### src/rtl/shifter_pkg.sv
// Shared types for the pipelined barrel shifter: operation encoding,
// per-stage control word and the illegal-operation check.
package shifter_pkg;

  localparam int TYPE_W = 3;

  typedef enum logic [TYPE_W-1:0] {
    SRL = 3'd0,
    SLL = 3'd1,
    SRA = 3'd2,
    ROR = 3'd3,
    ROL = 3'd4
  } shift_type_e;

  // Control word carried alongside data/shamt/tag in every stage register.
  typedef struct packed {
    logic              vld;
    logic [TYPE_W-1:0] op;
    logic              sign;
    logic              err;
  } stage_ctl_t;

  function automatic logic is_illegal(input logic [TYPE_W-1:0] op);
    return op > ROL;
  endfunction

endpackage

### src/rtl/shift_stage.sv
// One shifter stage: shifts by its owned shamt bits [LO_BIT +: NBITS], then registers.
// Latency 1 cycle; holds while adv is low, reset/flush clear the valid bit.
module shift_stage
  import shifter_pkg::*;
#(
  parameter int WIDTH   = 32,
  parameter int SHAMT_W = $clog2(WIDTH),
  parameter int TAG_W   = 5,
  parameter int LO_BIT  = 0,
  parameter int NBITS   = 1
) (
  input  logic               clk,
  input  logic               rst_n,
  input  logic               flush,
  input  logic               adv,
  input  stage_ctl_t         d_ctl,
  input  logic [WIDTH-1:0]   d_data,
  input  logic [SHAMT_W-1:0] d_shamt,
  input  logic [TAG_W-1:0]   d_tag,
  output stage_ctl_t         q_ctl,
  output logic [WIDTH-1:0]   q_data,
  output logic [SHAMT_W-1:0] q_shamt,
  output logic [TAG_W-1:0]   q_tag
);

  localparam int HI = LO_BIT + NBITS;
  localparam logic [SHAMT_W-1:0] OWN_MASK  = SHAMT_W'(((1 << HI) - 1) & ~((1 << LO_BIT) - 1));
  localparam logic [SHAMT_W-1:0] KEEP_MASK = ~SHAMT_W'((1 << HI) - 1);

  // Masked shamt is a sum of 2^k terms for the owned bits, so one barrel
  // shift by it equals the cascade of conditional power-of-two shifts.
  function automatic logic [WIDTH-1:0] shift_by(input logic [WIDTH-1:0]  v,
                                                input logic [TYPE_W-1:0] op,
                                                input logic              sign,
                                                input int                amt);
    logic [WIDTH-1:0] r;
    case (op)
      SRL:     r = v >> amt;
      SLL:     r = v << amt;
      SRA:     r = (v >> amt) | ({WIDTH{sign}} << (WIDTH - amt));
      ROR:     r = (v >> amt) | (v << (WIDTH - amt));
      ROL:     r = (v << amt) | (v >> (WIDTH - amt));
      default: r = v;
    endcase
    return r;
  endfunction

  logic [WIDTH-1:0] shifted;

  assign shifted = shift_by(d_data, d_ctl.op, d_ctl.sign, int'(d_shamt & OWN_MASK));

  always_ff @(posedge clk) begin
    if (!rst_n) begin
      q_ctl   <= '0;
      q_data  <= '0;
      q_shamt <= '0;
      q_tag   <= '0;
    end else if (flush) begin
      q_ctl.vld <= 1'b0;
    end else if (adv) begin
      q_ctl   <= d_ctl;
      q_data  <= shifted;
      q_shamt <= d_shamt & KEEP_MASK;
      q_tag   <= d_tag;
    end
  end

endmodule

### src/rtl/pipelined_shifter.sv
// Pipelined barrel shifter (SRL/SLL/SRA/ROR/ROL) with tag sideband.
// Latency PIPE_STAGES cycles; whole pipe stalls when out_valid && !out_ready.
module pipelined_shifter
  import shifter_pkg::*;
#(
  parameter int WIDTH       = 32,
  parameter int SHAMT_W     = $clog2(WIDTH),
  parameter int PIPE_STAGES = 2,
  parameter int TAG_W       = 5
) (
  input  logic               clk,
  input  logic               rst_n,
  input  logic               flush,
  input  logic               in_valid,
  output logic               in_ready,
  input  logic [WIDTH-1:0]   in_a,
  input  logic [SHAMT_W-1:0] in_shamt,
  input  logic [2:0]         in_type,
  input  logic [TAG_W-1:0]   in_tag,
  output logic               out_valid,
  input  logic               out_ready,
  output logic [WIDTH-1:0]   out_result,
  output logic [TAG_W-1:0]   out_tag,
  output logic               out_err
);

  localparam int BITS_PER = (SHAMT_W + PIPE_STAGES - 1) / PIPE_STAGES;

  // Element 0 is the issue side; element s+1 is the register of stage s.
  stage_ctl_t         ctl   [PIPE_STAGES+1];
  logic [WIDTH-1:0]   data  [PIPE_STAGES+1];
  logic [SHAMT_W-1:0] shamt [PIPE_STAGES+1];
  logic [TAG_W-1:0]   tag   [PIPE_STAGES+1];
  logic               adv;
  logic               illegal;

  assign illegal = is_illegal(in_type);

  // Illegal ops enter with zero data so every later stage yields zero.
  assign ctl[0].vld  = in_valid;
  assign ctl[0].op   = in_type;
  assign ctl[0].sign = in_a[WIDTH-1];
  assign ctl[0].err  = illegal;
  assign data[0]     = illegal ? '0 : in_a;
  assign shamt[0]    = in_shamt;
  assign tag[0]      = in_tag;

  for (genvar s = 0; s < PIPE_STAGES; s++) begin : g_stage
    localparam int LO = s * BITS_PER;
    localparam int NB = (LO >= SHAMT_W) ? 0 :
                        ((SHAMT_W - LO < BITS_PER) ? (SHAMT_W - LO) : BITS_PER);

    shift_stage #(
      .WIDTH  (WIDTH),
      .SHAMT_W(SHAMT_W),
      .TAG_W  (TAG_W),
      .LO_BIT (LO),
      .NBITS  (NB)
    ) u_stage (
      .clk    (clk),
      .rst_n  (rst_n),
      .flush  (flush),
      .adv    (adv),
      .d_ctl  (ctl[s]),
      .d_data (data[s]),
      .d_shamt(shamt[s]),
      .d_tag  (tag[s]),
      .q_ctl  (ctl[s+1]),
      .q_data (data[s+1]),
      .q_shamt(shamt[s+1]),
      .q_tag  (tag[s+1])
    );
  end

  assign adv        = !ctl[PIPE_STAGES].vld || out_ready;
  assign in_ready   = adv;
  assign out_valid  = ctl[PIPE_STAGES].vld;
  assign out_err    = ctl[PIPE_STAGES].err;
  assign out_result = data[PIPE_STAGES];
  assign out_tag    = tag[PIPE_STAGES];

endmodule

### config.mk
export PLATFORM = sky130hd
export DESIGN_NAME = pipelined_shifter
export DESIGN_NICKNAME = d
export VERILOG_FILES = /design/src/rtl/shifter_pkg.sv /design/src/rtl/shift_stage.sv /design/src/rtl/pipelined_shifter.sv
export SDC_FILE = /design/constraint.sdc
export NUM_CORES = 1
export LEC_CHECK = 0
export CAP_MARGIN = 30
export CORE_ASPECT_RATIO = 1.5
export CORE_UTILIZATION = 40
export DETAILED_ROUTE_END_ITERATION = 12
export MAX_ROUTING_LAYER = met4
export PLACE_DENSITY_LB_ADDON = 0.3
export RECOVER_POWER = 25
export SLEW_MARGIN = 25
export SYNTH_ARGS = -nofsm -noshare
export SYNTH_HDL_FRONTEND = slang
export SYNTH_SLANG_ARGS = --single-unit
export TNS_END_PERCENT = 100
### constraint.sdc
create_clock -name clk -period 5.7 [get_ports clk]
set_input_delay 1.71 -clock clk [delete_from_list [all_inputs] [get_ports clk]]
set_output_delay 1.71 -clock clk [all_outputs]
set_load 0.02 [all_outputs]
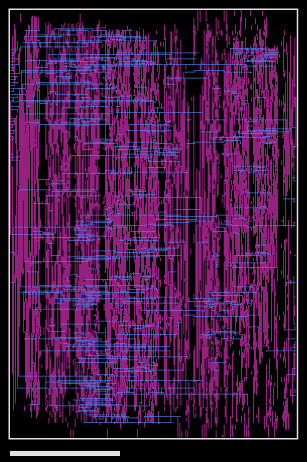
**Above:** routed metal, one color a layer.
Bar = 50 um. Only two layers are drawn.
[magenta] met2 | wire length: 26.7 mm
[blue] met3 | wire length: 4,940 um

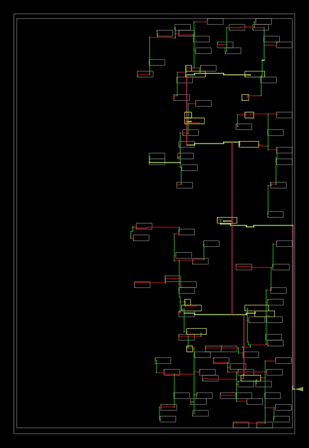
**Above:** clock wiring as the flow saved it.
clock-net power: 0.000624 W
clk_skew: 0.0109 ns
Clock Latency Late Sink: 0.36 ns

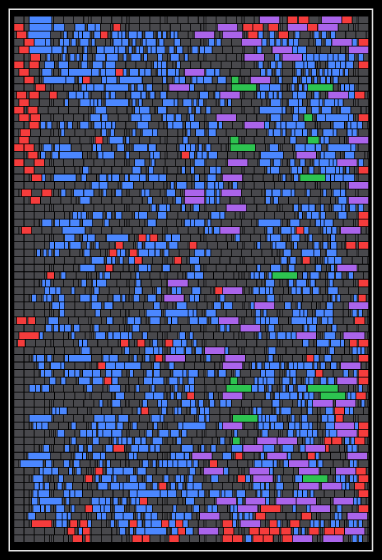
**Above:** cell classes on the final placement.
Fill, decap, tap and diode cells in gray.
[red] other buffers and delay cells | cells: 148
[blue] all other logic | cells: 1,145
[purple] flops | cells: 84
[green] clock drivers and dummy loads | cells: 16

==> impl_metrics.json <==
{
  "status": "complete, no violations",
  "grt.total_usage": 0.459,
  "synth_nets": 1447,
  "die_width_um": 131,
  "ys.flops": 84,
  "cpMostUsedCell": "clkdlybuf4s50_1",
  "yosys.cell_types.count": 91,
  "critical-path-slowest-cell": "clkdlybuf4s50_1",
  "hold_class": "reg -> reg",
  "maxCapViolations": 0,
  "relSlewSlack": 0.318,
  "nets": 1441,
  "rows": 70,
  "vias": 12100,
  "p_sw_frac": 0.425,
  "top_cells_by_count": "nand2_1, a21oi_1, o21ai_0",
  "synth_area_per_cell_um2": 7.15,
  "clkTransAtPathRegs_ns": 0.07,
  "fmax_mhz": 209,
  "warnings": 28,
  "path_delay_family": "buffers and inverters",
  "postSynthSeqShare": 0.169,
  "antenna_left": 0,
  "path_buffers": 2,
  "ys_chip_area_um2": 9970,
  "ff_type": "dfxtp_1",
  "io_pins": 90,
  "async_flop_share": 0,
  "cp.arrival_ns": 3.07,
  "cts_setup_buffers": 0,
  "cts_max_level": 3,
  "tightest_slew_ns": 0.995,
  "most_common_cell": "nand2_1",
  "synthesis.area_um2": 9970,
  "core-area_um2": 24400,
  "cts.sinks": 84,
  "drt_iter0_markers": 1583,
  "first_pass_iters": 6,
  "drc_errors": 0,
  "crit_chain": "clkdlybuf4s50_1, nand2b_1, clkdlybuf4s50_1",
  "finalWorstSetupSlack_ns": 0.918,
  "instances_no_fill": 1718,
  "fin_tns_setup_ns": 0,
  "drt_wl_total_um": 56200,
  "vias_per_cell": 7.06,
  "place_congestion": 1.08,
  "period_minus_slack_ns": 4.78,
  "finalMaxSlewViolations": 0,
  "end_kind": "output pin",
  "synth.area.top_cells": "dfxtp_1, nand2_1, mux2i_1",
  "synth_area_leader_cell": "dfxtp_1",
  "fp_util": 0.408,
  "finalCritPeriodShare": 0.839,
  "cts_hold_buffers": 0,
  "finalHoldViolCount": 0,
  "cp_data_required_time_ns": 3.99,
  "powerDensity_nw_per_um2": 198,
  "ys_cells": 1394,
  "post_cts_resized": 0,
  "numCtsBuffers": 9,
  "syn-instance-count": 1394,
  "ir_drop_v": 0.000157,
  "crit_path_start_kind": "primary input",
  "grt_max_degree": 103,
  "cellLeakagePower_nw": 3.80,
  "pre_cts_ws_ns": 0.870,
  "grt_pass1_wl_um": 80700,
  "synth-edff-count": 0,
  "cp_max_fo": 8,
  "combPwrFrac": 0.410,
  "top_area_frac": 0.169,
  "dpl.hpwl_um": 42400,
  "syn_to_final_growth_pct": 11.9,
  "clock_path_buffers": 2,
  "critical_path_class": "in -> out",
  "die_area_um2": 25600,
  "max_stage_delay_ns": 0.66,
  "cts_tree": "yes",
  "timing.hold.ws_ns": 0.448,
  "die_y_um": 195,
  "internal_power_w": 0.00127,
  "p_sw_w": 0.000937,
  "rsz0062_at_grt": "no",
  "antenna_found_initial": 1,
  "setup_viol": 0,
  "p_seq_frac": 0.307,
  "synth_warnings": 0,
  "io_buffers": 89,
  "root_buffer": "clkbuf_16",
  "drt-wirelength-per-cell_um": 32.7,
  "post-place-cells": 1700,
  "grt_pass1_vias": 11500,
  "overflow": 0,
  "drive_gt1_frac": 0.119
}
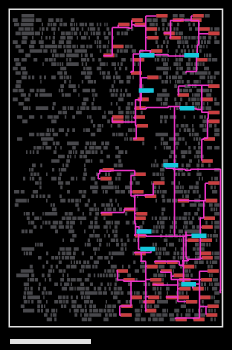
**Above:** clock wires, drivers and flops.
Bar = 50 um.
[magenta] clock wires | length: 1,240 um
[red] flip-flops | count: 84
[cyan] cells driving clock nets | count: 9
routed clock nets: 10
Clock Power Share: 0.283

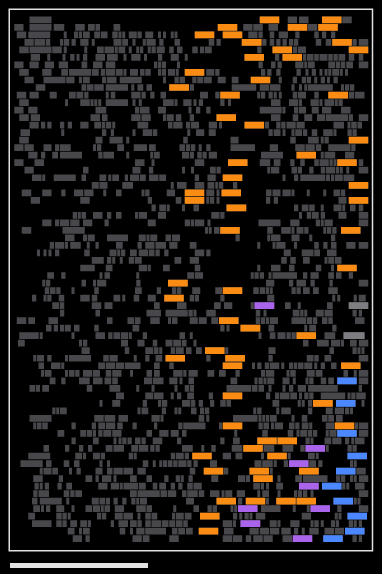
**Above:** register map, names as in the netlist.
Bar = 50 um. Other sequential cells in the stronger gray, the rest of the logic in the fainter gray.
[purple] g_stage.u_stage.q_ctl | flops: 8 | where: lower right
[orange] g_stage.u_stage.q_data | flops: 64
[blue] g_stage.u_stage.q_tag | flops: 10 | where: lower right
not colored: 2
Seq. cell area: 1680 um^2
fin util: 0.456

layout by cell type (no fill, tap or decap), types with 21 or more instances in the layout:
cell type        netlist  final
o22ai_1               29     29
mux2i_1               75     75
nor3_1                44     43
clkdlybuf4s50_1        0     57
buf_4                 38     54
nand2b_1              22     22
nor2_1                77     76
o21ai_0               95     95
a31oi_1               36     36
nand2_1              209    209
mux4_2                25     25
inv_1                 21     21
dfxtp_1               84     83
a21oi_1              146    145
dlygate4sd3_1          0     30
a22oi_1               28     28
nand3_1               28     28
state kept, by name, summed over array words and instances, names as in the netlist:
register and count:
g_stage.u_stage.q_tag 10, g_stage.u_stage.q_data 64, g_stage.u_stage.q_ctl 8, g_stage.u_stage.q_shamt 2
kinds of logic after synthesis:
group                    after synthesis  share of synthesized area
multiplexers                         121                      0.156
XOR/XNOR                               2                    0.00176
flip-flops                            84                      0.169
buffers and inverters                188                      0.101
AND-OR/OR-AND                        533                      0.349
adder cells (fa/ha/maj)                3                    0.00377
AND/OR/NAND/NOR                      463                      0.219
routing by layer:
metal  vias up  track usage  share of wire
met4         0        0.398           0.11
met3       296       0.0863          0.088
met5         -            -              0
met1      5698        0.473           0.33
li1       5226            -              -
met2       903        0.736           0.48
cell type report:
type | count | area, um^2
Clock inverter | 7 | 81.3
Inverter | 23 | 86.3
Clock buffer | 9 | 225
Sequential cell | 84 | 1680
Tap cell | 324 | 405
Multi-Input combinational cell | 1122 | 7300
Timing Repair Buffer | 148 | 1360
Antenna cell | 1 | 2.50
Fill cell | 2533 | 13300
tightest hold or removal path: cells and delay by family (launching register included):
kind	cells	cell delay, ns
AOI/OAI and AO/OA	1	0.05
DFF	1	0.31
and+or+nand+nor	1	0.05
power groups by stage:
stage	registers (W)	logic, W	clock network, W
after floorplan	0.000656	0.000563	0
after global placement	0.000686	0.000875	0
after detailed placement	0.000687	0.000865	0
after CTS	0.000674	0.000868	0.000628
after global routing	0.000681	0.000942	0.000649
final	0.000678	0.000906	0.000624
path summary, 6_finish.rpt:
check	endpoint	cells after the start	slack, ns	startpoint
hold reg to reg	g_stage[1].u_stage.q_tag[0]	2	0.45	g_stage[0].u_stage.q_tag[0]
hold / removal	g_stage[1].u_stage.q_tag[0]	2	0.45	g_stage[0].u_stage.q_tag[0]
setup reg to reg	g_stage[1].u_stage.q_data[17]	8	2.52	g_stage[0].u_stage.q_shamt[4]
setup / recovery	in_ready	3	0.92	out_ready
stage by stage:
| step | total power [W] | instance area [um^2] |
|---|---|---|
| after floorplan | 0.00122 | 9970 |
| after global routing | 0.00227 | 11100 |
| after CTS | 0.00217 | 11100 |
| after global placement | 0.00156 | 10800 |
| after detailed placement | 0.00155 | 10800 |
| final | 0.00221 | 11100 |
Power and IR drop assume default switching activity.
